File: src/rtl/param_updown_counter.sv
// Parametrised up/down counter with wrap-or-saturate limits, sync clear/load,
// terminal-count look-ahead, one-cycle wrap pulse and sticky overflow flag.
module param_updown_counter #(
    parameter int unsigned WIDTH    = 3,
    parameter int unsigned MAX_VAL  = 2**WIDTH - 1,
    parameter bit          SATURATE = 1'b0
) (
    input  logic             clk,
    input  logic             reset,
    input  logic             clr,
    input  logic             load,
    input  logic [WIDTH-1:0] load_val,
    input  logic             en,
    input  logic             up_dn,
    output logic [WIDTH-1:0] count,
    output logic             tc,
    output logic             wrap,
    output logic             ovf
);

    localparam logic [WIDTH-1:0] CNT_MAX  = WIDTH'(MAX_VAL);
    localparam logic [WIDTH-1:0] CNT_ZERO = '0;
    localparam logic [WIDTH-1:0] CNT_ONE  = WIDTH'(1);

    logic             at_max;
    logic             at_zero;
    logic             at_limit;
    logic [WIDTH-1:0] count_nxt;
    logic             wrap_nxt;
    logic             ovf_nxt;

    assign at_max   = (count == CNT_MAX);
    assign at_zero  = (count == CNT_ZERO);
    assign at_limit = up_dn ? at_max : at_zero;

    // Look-ahead only: clr and load deliberately do not mask tc.
    assign tc = reset & en & at_limit;

    always_comb begin
        count_nxt = count;
        wrap_nxt  = 1'b0;
        ovf_nxt   = ovf;
        if (clr) begin
            count_nxt = CNT_ZERO;
            ovf_nxt   = 1'b0;
        end else if (load) begin
            count_nxt = (load_val > CNT_MAX) ? CNT_MAX : load_val;
        end else if (en) begin
            if (at_limit) begin
                ovf_nxt = 1'b1;
                // Wrap jumps straight to the opposite limit, skipping unused codes.
                if (!SATURATE) begin
                    count_nxt = up_dn ? CNT_ZERO : CNT_MAX;
                    wrap_nxt  = 1'b1;
                end
            end else if (up_dn) begin
                count_nxt = count + CNT_ONE;
            end else begin
                count_nxt = count - CNT_ONE;
            end
        end
    end

    always_ff @(posedge clk or negedge reset) begin
        if (!reset) begin
            count <= CNT_ZERO;
            wrap  <= 1'b0;
            ovf   <= 1'b0;
        end else begin
            count <= count_nxt;
            wrap  <= wrap_nxt;
            ovf   <= ovf_nxt;
        end
    end

endmodule
File: config.mk
export PLATFORM = sky130hd
export DESIGN_NAME = param_updown_counter
export DESIGN_NICKNAME = d
export VERILOG_FILES = /design/src/rtl/param_updown_counter.sv
export SDC_FILE = /design/constraint.sdc
export NUM_CORES = 1
export LEC_CHECK = 0
export ABC_AREA = 1
export CAP_MARGIN = 20
export CORE_AREA = 8 8 45 47
export DETAILED_ROUTE_END_ITERATION = 12
export DIE_AREA = 0 0 53 55
export GPL_TIMING_DRIVEN = 0
export HOLD_SLACK_MARGIN = 0.05
export PLACE_DENSITY = 0.55
export SLEW_MARGIN = 20
export SYNTH_ARGS = -nofsm -noshare
export SYNTH_HDL_FRONTEND = slang
export SYNTH_SLANG_ARGS = --single-unit
File: constraint.sdc
create_clock -name clk -period 1.5 [get_ports clk]
set_input_delay 0.15 -clock clk [delete_from_list [all_inputs] [get_ports clk]]
set_output_delay 0.15 -clock clk [all_outputs]
set_load 0.01 [all_outputs]
Fig. 1: run 1, the metal 2 layer
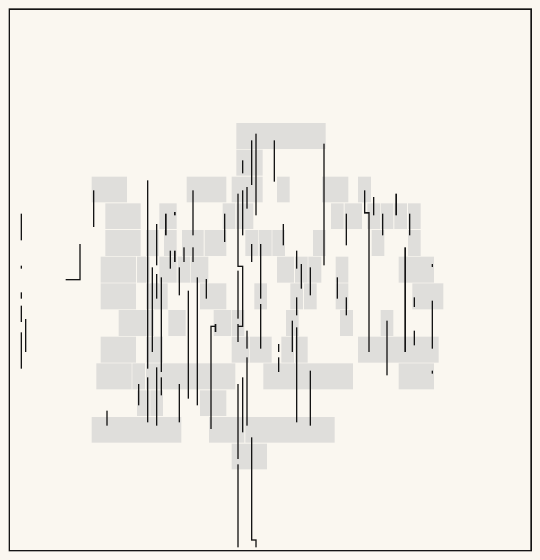
main direction: vertical
wire length on this layer: 333 um
longest straight run: 19.0 um
nets with wire on the layer: 64
share of all routed wire: 38%
met2 Usage GRT: 0.1035
Post-Route WL: 866 um

Fig. 2: run 1, cell classes on the final placement
Fill, decap, tap and diode cells in grey.
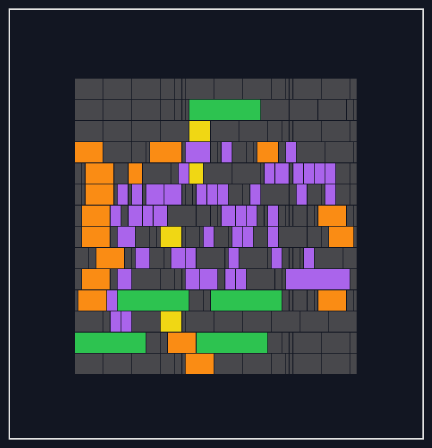
| colour | class | cells | share of their area |
|---|---|---|---|
| yellow | clock drivers and dummy loads | 4 | 5.2% |
| orange | remaining buffers and delay cells | 16 | 29% |
| purple | remaining logic cells | 48 | 42% |
| green | registers | 5 | 24% |
final core utilization: 0.3969
Core Footprint: 0.001384 mm2
Site Rows: 14
sequential share of cell area: 0.2278

==> out/summary.txt, run 1 <==
Seq. pwr: 0.159 mW
Synth Seq Share: 0.3497
Regs by FF count: count: 3 flops, ovf: 1 flops, wrap: 1 flops
die width: 53 um
yosys stat cell total: 54
GRT Total Usage: 0.07170
Final Skew: 8.985 ps
status: completed
clk pwr: 0.163 mW
max-slew violations: 0
Achievable Freq: 728.9 MHz
Via density: 4.180
CP Capture Point: count[0]
OpenROAD warning count: 26
yosys xor share: 0
crit path launch: count[0]$_DFFE_PN0P_
logic share of the area: 0.3257
reg2reg start: count[0]$_DFFE_PN0P_
Detailed Place HPWL: 719 um
Top cell excl fill/tap: nand2_1
Longest Clk Path Bufs: 2
H-tree depth: 1
# nets final: 84
RePlAce Congestion: 0.7866
clock period minus worst slack: 1372 ps
count of plain and timing-repair buffers: 16
fill count: 163
RSZ-0062 raised after global routing: no
LEAKAGE: 0.2990 nW
post-synthesis simple-gate area fraction: 0.3531
worst-path fanout max: 5
Hold WC Path Type: input port to asynchronous set/reset pin
Worst setup EP type: output port
area grow syn2layout: 53.50%
CP Data Required Time: 1350 ps
crit path launch type: register
pre-CTS setup slack: -373.6 ps
CP delay by family, top: buffers and inverters
clock transition at the registers of the reported paths: 50 ps
final period utilization: 0.9146
share of layout cells above drive strength 1: 0.1781
fin worst setup slack: 128.2 ps
CP Cell Sequence: clkdlybuf4s50_1
die height: 55 um
AO/OA Area Share: 0.08392
Fig. 3: run 1, metal 3
Scale bar: 20 um.
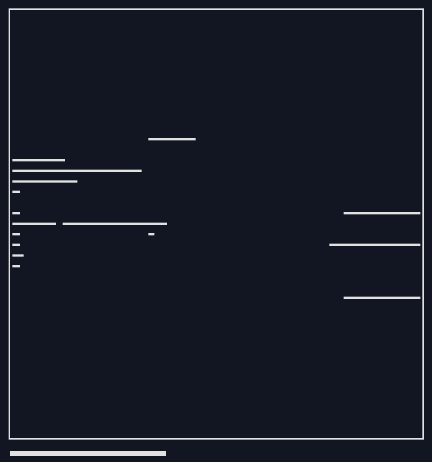
share of all routed wire: 10%
nets with wire on the layer: 14
main direction: horizontal
longest straight run: 16.3 um
Via Count: 372
GRT met3 Usage: 0.03743

## run 1: cell usage after synthesis
library cell,n
buf_6,1
inv_2,2
inv_1,10
nand2_1,17
o21ai_1,1
or2_1,1
fa_1,1
dfrtp_1,5
nor2_1,5
nand2_2,1
nor2_2,1
a31oi_1,1
nand3_1,5
o21ai_0,1
a21oi_1,1
a21oi_2,1
## run 1: per-layer routing
layer	wire length [um]	global-route usage
met5	0	0
met4	20	0.06466
met2	332	0.1035
met1	422	0.07481
met3	90	0.03743
## run 1: through the flow
| stage | instance area [um2] | TNS [ps] |
|---|---|---|
| 6_report | 549.3 | 0 |
| 5_1_grt | 549.3 | 0 |
| 4_1_cts | 551.8 | 0 |
| 3_5_place_dp | 518.0 | -473.8 |
| 3_3_place_gp | 518.0 | -442.1 |
| 2_1_floorplan | 357.8 | 0 |
==> run 2, diff against run 1 <==
--- a/config.mk
+++ b/config.mk
@@ -6,13 +6,16 @@
 export NUM_CORES = 1
 export LEC_CHECK = 0
 export ABC_AREA = 1
+export ABC_CLOCK_PERIOD_IN_PS = 1500
 export CAP_MARGIN = 20
 export CORE_AREA = 8 8 45 47
+export CTS_CLUSTER_DIAMETER = 40
 export DETAILED_ROUTE_END_ITERATION = 12
 export DIE_AREA = 0 0 53 55
 export GPL_TIMING_DRIVEN = 0
 export HOLD_SLACK_MARGIN = 0.05
 export PLACE_DENSITY = 0.55
+export SETUP_SLACK_MARGIN = 0.02
 export SLEW_MARGIN = 20
 export SYNTH_ARGS = -nofsm -noshare
 export SYNTH_HDL_FRONTEND = slang
Fig. 4: run 2, the metal 2 layer
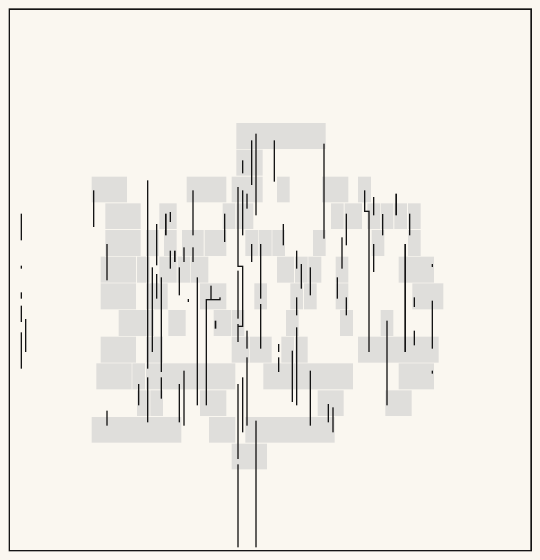
share of all routed wire: 38%
longest straight run: 19.0 um
nets with wire on the layer: 66
Post-Route WL: 887 um
Via Count: 385

==> out/summary.txt, run 2 <==
metal2 WL: 334 um
LEAKAGE: 0.3114 nW
CP Data Required Time: 1350 ps
met2 Usage GRT: 0.1035
CP Cell Sequence: clkdlybuf4s50_1
Top cell excl fill/tap: nand2_1
final period utilization: 0.9005
Commonest cells post-synth: nand2_1, inv_1, dfrtp_1, nand3_1, nor2_1
logic share of the area: 0.3185
clock period minus worst slack: 1351 ps
Regs by FF count: count: 3 flops, ovf: 1 flops, wrap: 1 flops
H-tree depth: 1
antenna cells: 0
Synth Seq Share: 0.3497
Hold WC Path Type: input port to asynchronous set/reset pin
CP Capture Point: count[1]
Achievable Freq: 740.3 MHz
dominant register cell: dfrtp_1
Site Rows: 14
Worst setup EP type: output port
Detailed Place HPWL: 719 um
reg2reg start: count[0]$_DFFE_PN0P_
top-count cell post-synth: nand2_1
Core Footprint: 0.001384 mm2
Routed met1 length: 437 um
CP delay by family, top: buffers and inverters
crit path launch: count[1]$_DFFE_PN0P_
yosys stat cell total: 54
Longest Clk Path Bufs: 2
status: completed
max-slew violations: 0
clock transition at the registers of the reported paths: 50 ps
share of layout cells above drive strength 1: 0.2133
die width: 53 um
number of enable flip-flop cells: 0
met1 Use GR: 0.07481
WL met3: 94 um
Final Skew: 7.702 ps
RePlAce Congestion: 0.7866
Via density: 4.231
# nets final: 86
clk pwr: 0.161 mW
top sig layer: met4
DP Area: 518.0 um2
GRT Total Usage: 0.07170
worst-path fanout max: 5
fill count: 165
sequential share of cell area: 0.2227
OpenROAD warning count: 26
crit path launch type: register
Fig. 5: run 2, wires at chosen ports, followed through buffers
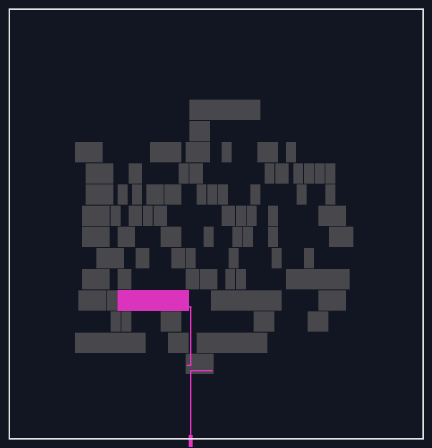
| colour | port | bits | direction | edge | end cells | buffers | wire |
|---|---|---|---|---|---|---|---|
| magenta | wrap | 1 | output | bottom | 1 | 1 | 19.5 um |
I/O pin total: 15
number of I/O port buffers: 14

-- run 2: cell count changes in the layout (fill, tap and decap cells not counted) --
| cell | change |
|---|---|
| buf_2 | +1 |
| buf_4 | +3 |
| clkdlybuf4s50_1 | -1 |
| clkbuf_2 | -1 |
-- run 2: cells by family (layout without fill, tap and decap cells) --
family / count (synthesis) / after routing / synth area share
fa+ha+maj: 1 / 1 / 0.05595
flops: 5 / 5 / 0.3497
simple gates: 30 / 30 / 0.3532
buf+inv: 13 / 34 / 0.1574
compound gates: 5 / 5 / 0.08389
-- run 2: repair_timing --
action,4_1_cts,5_1_grt
hold buffers,0,0
pin swaps,0,0
setup buffers,1,2
endpoints found under the setup margin,1,2
gates resized,4,3
==> run 3, diff against run 2 <==
--- a/config.mk
+++ b/config.mk
@@ -8,14 +8,15 @@
 export ABC_AREA = 1
 export ABC_CLOCK_PERIOD_IN_PS = 1500
 export CAP_MARGIN = 20
-export CORE_AREA = 8 8 45 47
+export CORE_AREA = 2 2 39 41
 export CTS_CLUSTER_DIAMETER = 40
 export DETAILED_ROUTE_END_ITERATION = 12
-export DIE_AREA = 0 0 53 55
+export DIE_AREA = 0 0 41 43
 export GPL_TIMING_DRIVEN = 0
 export HOLD_SLACK_MARGIN = 0.05
 export PLACE_DENSITY = 0.55
 export SETUP_SLACK_MARGIN = 0.02
+export SKIP_CTS_REPAIR_TIMING = 1
 export SLEW_MARGIN = 20
 export SYNTH_ARGS = -nofsm -noshare
 export SYNTH_HDL_FRONTEND = slang
Fig. 6: run 3, metal 3
Scale bar: 10 um.
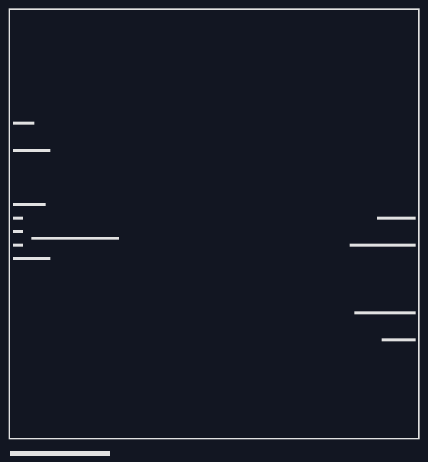
wire length on this layer: 41.2 um
main direction: horizontal
share of all routed wire: 5.7%
nets with wire on the layer: 11
Via Count: 355
Post-Route WL: 719 um

==> out/summary.txt, run 3 <==
status: completed
WL met3: 41 um
GRT Total Usage: 0.1020
met2 Usage GRT: 0.1250
Synth Seq Share: 0.3497
top sig layer: met4
count of plain and timing-repair buffers: 16
fill count: 147
Clk pwr share: 0.336
Slowest cell on crit path: fa_1
final period utilization: 0.9108
die height: 43 um
post-route ant nets: 0
Mapped Cells: 54
Seq. pwr: 0.160 mW
Final Skew: 7.261 ps
die width: 41 um
CP Data Required Time: 1620 ps
clock transition at the registers of the reported paths: 50 ps
OpenROAD warning count: 26
worst-path fanout max: 5
crit path launch: count[0]$_DFFE_PN0P_
max-slew violations: 0
top-count cell post-synth: nand2_1
Hold WC Path Type: input port to asynchronous set/reset pin
Longest Clk Path Bufs: 2
clk pwr: 0.153 mW
RePlAce Congestion: 0.7299
dominant register cell: dfrtp_1
Detailed Place HPWL: 586.2 um
CP Cell Sequence: inv_1, fa_1, inv_1, nand2_1, nand2_1, nand2_1, nand2_1, a21oi_2
Worst setup EP type: register
kind of critical path: register to register
Core Footprint: 0.001384 mm2
yosys xor share: 0
antenna cells: 0
busiest metal layer after global routing: met1
CP delay by family, top: adder cells
fraction of cell area in non-clock buffers: 0.2828
Via density: 3.989
worst hold slack: 148.4 ps
Achievable Freq: 731.9 MHz
crit path launch type: register
reg2reg start: count[0]$_DFFE_PN0P_
LEAKAGE: 0.3077 nW
Site Rows: 14
Synth mux share: 0
area grow syn2layout: 54.55%
Routed met1 length: 349 um
share of layout cells above drive strength 1: 0.1781
clock period minus worst slack: 1366 ps
asr flop ratio synth: 1.000
RSZ-0062 raised after global routing: no
max-cap check violation count: 0
Top cell excl fill/tap: nand2_1
Dominant comb cell: simple AND/OR/NAND/NOR gates
I/O pin total: 15
AO/OA Area Share: 0.08392
# nets final: 84
yosys stat cell total: 54
area fraction in full adders, half adders and majority gates: 0.05594
Commonest cells post-synth: nand2_1, inv_1, dfrtp_1, nand3_1, nor2_1
max incr delay on CP: 420 ps
met1 Use GR: 0.1508
Area-dominant class: multi-input combinational cells
CP Capture Point: count[2]$_DFFE_PN0P_
post-synthesis simple-gate area fraction: 0.3531
metal2 WL: 317 um
area share, top type: 0.3497
logic share of the area: 0.3235
Fig. 7: run 3, cell classes on the final placement
Fill, decap, tap and diode cells in grey.
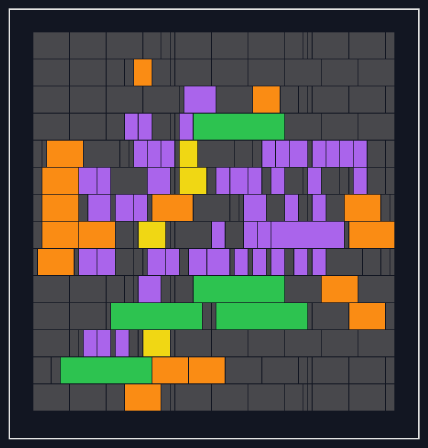
| colour | class | cells | share of their area |
|---|---|---|---|
| yellow | clock drivers and dummy loads | 4 | 5.2% |
| orange | remaining buffers and delay cells | 16 | 29% |
| green | registers | 5 | 23% |
| purple | remaining logic cells | 48 | 42% |
sequential share of cell area: 0.2262
final core utilization: 0.3996
Finished Cell Area: 553.0 um2

[run 3: cells by family after synthesis]
kind of cell | count (synthesis)
AND-OR/OR-AND | 5
adder cells (fa/ha/maj) | 1
buffers and inverters | 13
flip-flops | 5
AND/OR/NAND/NOR | 30
[run 3: per-stage QoR]
stage	TNS, ps	instance area, um2	utilization	setup WS (ps)	power, mW
2_1_floorplan	0	357.8	-	195.5	0.2331
3_3_place_gp	-443.3	518.0	0.3743	-370.1	0.2998
3_5_place_dp	-419.0	518.0	0.3743	-355.3	0.2984
4_1_cts	-361.4	545.5	0.3942	-361.4	0.4586
5_1_grt	0	553.0	0.3996	25.71	0.4942
6_report	0	553.0	0.3996	133.7	0.4544
No activity file was given, so power comes from the tool's default toggle rates.
